**Signal metal coverage by tile**

20 x 28 tiles, from dark blue (low) to red (high), scaled to the fullest tile. Values are wire area over tile area, all layers added.
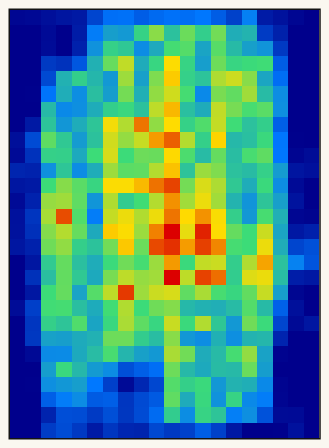
**Layout detail**

Region (30, 187) to (70, 227) µm. Cells in grey, sequential cells in the stronger grey; small squares are vias.
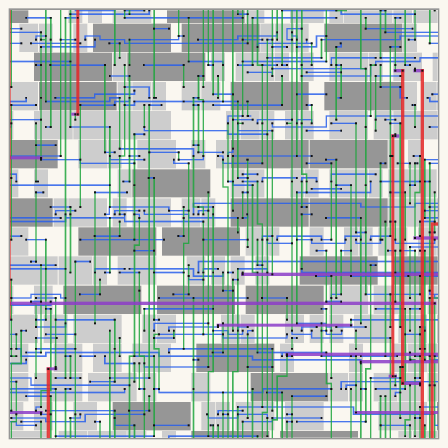
`src/rtl/clock_divider_multi.sv`:
```
`default_nettype none
// ============================================================================
//  Module   : clock_divider_multi
//  Brief    : Runtime-programmable multi-channel clock/strobe divider.
//             Each channel produces a divided enable (clock_out) and a
//             period-start pulse (tick_out). Period/high time are written
//             into a shadow register and applied only at a period boundary
//             (or immediately while the channel is disabled), so a running
//             output never sees a truncated or stretched period.
//  Options  : CLKDIV_TICK_EN - when defined, tick_out is generated;
//             otherwise the tick registers are removed and tick_out is 0.
//  Revision : 1.0  initial release
// ============================================================================
module clock_divider_multi #(
  parameter int CHANNELS     = 4,
  parameter int CNT_W        = 28,
  parameter int DEFAULT_DIV  = 15,
  parameter int DEFAULT_HIGH = 1,
  localparam int CHAN_W      = (CHANNELS > 1) ? $clog2(CHANNELS) : 1
) (
  input  logic                clock_in,
  input  logic                reset,
  input  logic [CHANNELS-1:0] enable,
  input  logic                cfg_valid,
  output logic                cfg_ready,
  input  logic [CHAN_W-1:0]   cfg_chan,
  input  logic [CNT_W-1:0]    cfg_div,
  input  logic [CNT_W-1:0]    cfg_high,
  output logic [CHANNELS-1:0] pending,
  output logic [CHANNELS-1:0] clock_out,
  output logic [CHANNELS-1:0] tick_out
);

  // Smallest legal period; anything below is stored as this value.
  localparam logic [CNT_W-1:0] c_min_div  = CNT_W'(2);
  localparam logic [CNT_W-1:0] c_def_div  = (DEFAULT_DIV < 2) ? c_min_div : CNT_W'(DEFAULT_DIV);
  localparam logic [CNT_W-1:0] c_def_high = CNT_W'(DEFAULT_HIGH);

  function automatic logic [CNT_W-1:0] clamp_div(input logic [CNT_W-1:0] d);
    return (d < c_min_div) ? c_min_div : d;
  endfunction

  logic w_cfg_fire;

  // A channel can take a new config only once its previous one has been
  // applied; out-of-range channel numbers are always ready and discarded.
  always_comb begin
    cfg_ready = 1'b1;
    for (int i = 0; i < CHANNELS; i++) begin
      if (cfg_chan == CHAN_W'(i)) begin
        cfg_ready = !pending[i];
      end
    end
  end

  assign w_cfg_fire = cfg_valid & cfg_ready;

  for (genvar gi = 0; gi < CHANNELS; gi++) begin : g_chan
    logic [CNT_W-1:0] cnt_q, cnt_d;
    logic [CNT_W-1:0] div_a_q, div_a_d;
    logic [CNT_W-1:0] high_a_q, high_a_d;
    logic [CNT_W-1:0] div_s_q, div_s_d;
    logic [CNT_W-1:0] high_s_q, high_s_d;
    logic             pending_q, pending_d;
    logic             clk_q, clk_d;
    logic             w_wrap;
    logic             w_apply;
    logic             w_write;

    assign w_wrap  = (cnt_q == div_a_q - CNT_W'(1));
    assign w_apply = pending_q & (~enable[gi] | w_wrap);
    assign w_write = w_cfg_fire & (cfg_chan == CHAN_W'(gi));

    // Counter, output phase, and shadow-to-active transfer at period end.
    always_comb begin
      cnt_d     = cnt_q;
      div_a_d   = div_a_q;
      high_a_d  = high_a_q;
      div_s_d   = div_s_q;
      high_s_d  = high_s_q;
      pending_d = pending_q;
      clk_d     = 1'b0;
      if (enable[gi]) begin
        clk_d = (cnt_q < high_a_q);
        cnt_d = w_wrap ? '0 : cnt_q + CNT_W'(1);
      end else begin
        cnt_d = '0;
      end
      // The output on the apply edge still uses the old high time; the new
      // values govern from the next period start onward.
      if (w_apply) begin
        div_a_d   = div_s_q;
        high_a_d  = high_s_q;
        pending_d = 1'b0;
      end
      // Cannot coincide with apply: a write needs pending clear.
      if (w_write) begin
        div_s_d   = clamp_div(cfg_div);
        high_s_d  = cfg_high;
        pending_d = 1'b1;
      end
    end

    // Channel state registers with synchronous reset to the defaults.
    always_ff @(posedge clock_in) begin
      if (reset) begin
        cnt_q     <= '0;
        div_a_q   <= c_def_div;
        high_a_q  <= c_def_high;
        div_s_q   <= c_def_div;
        high_s_q  <= c_def_high;
        pending_q <= 1'b0;
        clk_q     <= 1'b0;
      end else begin
        cnt_q     <= cnt_d;
        div_a_q   <= div_a_d;
        high_a_q  <= high_a_d;
        div_s_q   <= div_s_d;
        high_s_q  <= high_s_d;
        pending_q <= pending_d;
        clk_q     <= clk_d;
      end
    end

    assign clock_out[gi] = clk_q;
    assign pending[gi]   = pending_q;

`ifdef CLKDIV_TICK_EN
    logic tick_q, tick_d;

    // Period-start pulse: counter at phase 0 while running.
    always_comb begin
      tick_d = enable[gi] & (cnt_q == '0);
    end

    // Tick register.
    always_ff @(posedge clock_in) begin
      if (reset) begin
        tick_q <= 1'b0;
      end else begin
        tick_q <= tick_d;
      end
    end

    assign tick_out[gi] = tick_q;
`else
    assign tick_out[gi] = 1'b0;
`endif
  end

endmodule
`default_nettype wire

```
`config.mk`:
```
export PLATFORM = sky130hd
export DESIGN_NAME = clock_divider_multi
export DESIGN_NICKNAME = d
export VERILOG_FILES = /design/src/rtl/clock_divider_multi.sv
export SDC_FILE = /design/constraint.sdc
export NUM_CORES = 1
export LEC_CHECK = 0
export ABC_CLOCK_PERIOD_IN_PS = 10200
export CORE_ASPECT_RATIO = 1.4
export CORE_MARGIN = 4
export CORE_UTILIZATION = 55
export CTS_CLUSTER_DIAMETER = 40
export DETAILED_ROUTE_END_ITERATION = 8
export PLACE_DENSITY = 0.82
export REMOVE_ABC_BUFFERS = 1
export SYNTH_ARGS = -nofsm -noshare
export SYNTH_HDL_FRONTEND = slang
export SYNTH_SLANG_ARGS = --single-unit
```
`constraint.sdc`:
```
create_clock -name clock_in -period 10.2 [get_ports clock_in]
set_input_delay 2.04 -clock clock_in [delete_from_list [all_inputs] [get_ports clock_in]]
set_output_delay 2.04 -clock clock_in [all_outputs]
set_load 0.01 [all_outputs]
```
==> GITHUB_STEP_SUMMARY <==
## PnR job results

| Metric | Value |
|---|---|
| Post-DP HPWL | ~54000 µm |
| Worst hold stages | 2 |
| Yosys xor share | 0.0730 |
| Critical Path Sink | cfg_ready |
| Port buffer count | 73 |
| Synth logic family | simple AND/OR/NAND/NOR gates |
| Flops after synth | 568 |
| Setup violators final | 0 |
| Sequential Area | 11400 µm² |
| Logic area | 15500 µm² |
| Synth-to-layout area growth | 10.0% |
| Fa+ha+maj area frac | 0.0513 |
| Minimum clock period | 5.73 ns |
| CP Data Required Time | 8.16 ns |
| EDFF count, synth | 0 |
| CTS Sinks | 568 |
| CTS buffer count | between 50 and 60 |
| Final-stage net count | 3599 |
| Slew @ Worst Pin | 1.17 ns |
| Max rail drop VDD | 0.129 mV |
| Cell Area, Synth | roughly 28000 µm² |
| ClkCell Share | 0.0637 |
| Tool warnings | 31 |
| Slack of the critical path | 4.47 ns |
| Biggest Area Class | logic gates |
| Pwr Total | 4.73 mW |
| Most frequently placed logic cell in the final layout | nand2_1 |
| Worst Skew | 0.0285 ns |
| Area contributors post-synth | dfxtp_1 (40%), nand2_1 (11%), mux2i_1 (7.9%), ha_1 (5.1%), a21oi_1 (4.4%) |
| Grt ovf | 0 |
| Met3 Usage GRT | 0.0350 |
| Sum Neg Setup Slack | 0 ns |
| Fin area | 31100 µm² |
| Number of non-clock inverters in the layout | 141 |
| Dpl cells | 4009 |
| Chip area | between 50000 and 60000 µm² |
| Aoi share | 0.0979 |
| Clock buf count | between 60 and 70 |
| Largest net degree at the start of global routing | about 120 |
| Global-route wire length before repair | 123000 µm |
| CTS max path bufs | 3 |
| Final core occ | 0.610 |
| Worst r2r path cells | 11 |
| DR iter-0 viols | approximately 1600 |
| Post-synth mux share | 0.0801 |
| Share of cells above drive strength 1 | 0.0490 |
| Synth top cells by count | nand2_1 (827), dfxtp_1 (568), a21oi_1 (251) |
| Placed Area | slightly below 30000 µm² |
| N_taps | 650 |
| Sequential cell area fraction in the yosys report | 0.402 |
| N_diodes | 0 |
| Die height | 276 µm |
| Max Cap Violations | 0 |
| Kind of end point of the critical path | output port |
| Ys async rst share | 0 |
| Non-clk bufs | 101 |
| Filler cells | 4304 |
| Main synth FF type | dfxtp_1 |
| Busiest grt layer | met2 |
| Max-area cell share | 0.402 |
| Dpl ws | roughly 4.5 ns |
| Fin Hold WS | 0.441 ns |
| Final hold viol count | 0 |
| Syn Inst Count | 3462 |
| CP Data Arrival Time | 3.69 ns |
| Core Area | 51000 µm² |
| Root Buffer | clkbuf_16 |
| Status | finished clean |
| # DRC | 0 |
| Logic Gate Count | 2549 |
| Gpl congestion | 0.950 |
| Critical path class | in -> out |
| Comb area share | 0.497 |
| RR Startpoint | g_chan[2].div_a_q[0] |
| Max-slew violation count | 0 |
| Sequential share of cell area | 0.365 |
| CP startpoint kind | primary input |
| R2r setup slk | 5.52 ns |
| Critical R2R Capture | g_chan[2].div_a_q[5] |
| Cts hold-fix bufs | 0 |
| Hold Crit Class | reg -> reg |
| Unique cell types | 78 |
| Cell row count | 98 |
| RSZ-0062 raised after global routing | false |
| Fp util | 0.555 |
| Router iterations before antenna repair | 5 |
| Most frequent cells in the layout | nand2_1 (827), dfxtp_1 (568), a21oi_1 (251), mux2i_1 (222), nor2_1 (199) |
| Final non-clock buffer share | 0.0304 |
| Simple-Gate Area Share | 0.242 |
| Boundary Pins | 78 |
| Antenna viol nets, final | 0 |
| Ys Warns | 0 |
| CTS clk-pin slew, worst paths | 0.07 ns |
| Pwr dens | 152 nW/µm² |
| GR Layer Usage met1 | 0.321 |
| Mapped Avg Cell Area | 8.18 µm² |
| Min-delay src | g_chan[2].div_s_q[17] |
| Initial antenna violation count | 1 |
About 'signal metal coverage by tile':
- fullest tile: 0.65
- tiles over half the peak: 31%
- densest ninth of the die: centre
- mean over tiles: 0.24
- nearly empty tiles: 14%
Routed wire per std cell: 18.9 µm
GRT Total Usage: 0.276
vias: 24101
Post-Route WL: 77800 µm

About 'layout detail':
- blue: M1
- purple: M3
- green: M2
- red: M4
- cells with their middle in the window: 138
- most frequent: nand2_1 (35), dfxtp_1 (25), a21oi_1 (17)
- sequential cells in the window: 25
- netlist names of flops here include: g_chan.high_a_q (8), g_chan.high_s_q (7), g_chan.div_a_q (5)

-- flip-flops by register name, indices dropped and copies added (netlist names) --
register,count
g_chan.cnt_q,112
g_chan.div_s_q,112
g_chan.high_a_q,112
g_chan.clk_q,4
g_chan.div_a_q,112
g_chan.high_s_q,112
g_chan.pending_q,4
-- critical path, cell delays in order --
cell,delay [ns]
clkdlybuf4s50_1,0.54
mux4_2,0.52
inv_1,0.06
clkdlybuf4s50_1,0.52
-- power by group --
group	internal, mW	total, mW	leakage [nW]	switching, mW
combinational	0.0796	0.255	5.64	0.175
clock	1.26	2.20	0.945	0.943
sequential	2.25	2.28	4.59	0.0236
total	3.59	4.73	11.2	1.14
-- layer usage --
metal,up-vias,part of all wire
met4,0,0.075
met3,294,0.058
met5,-,0
met1,11311,0.38
met2,806,0.49
li1,11690,-
Power figures rest on the tool's default switching activity, not on a simulated workload.
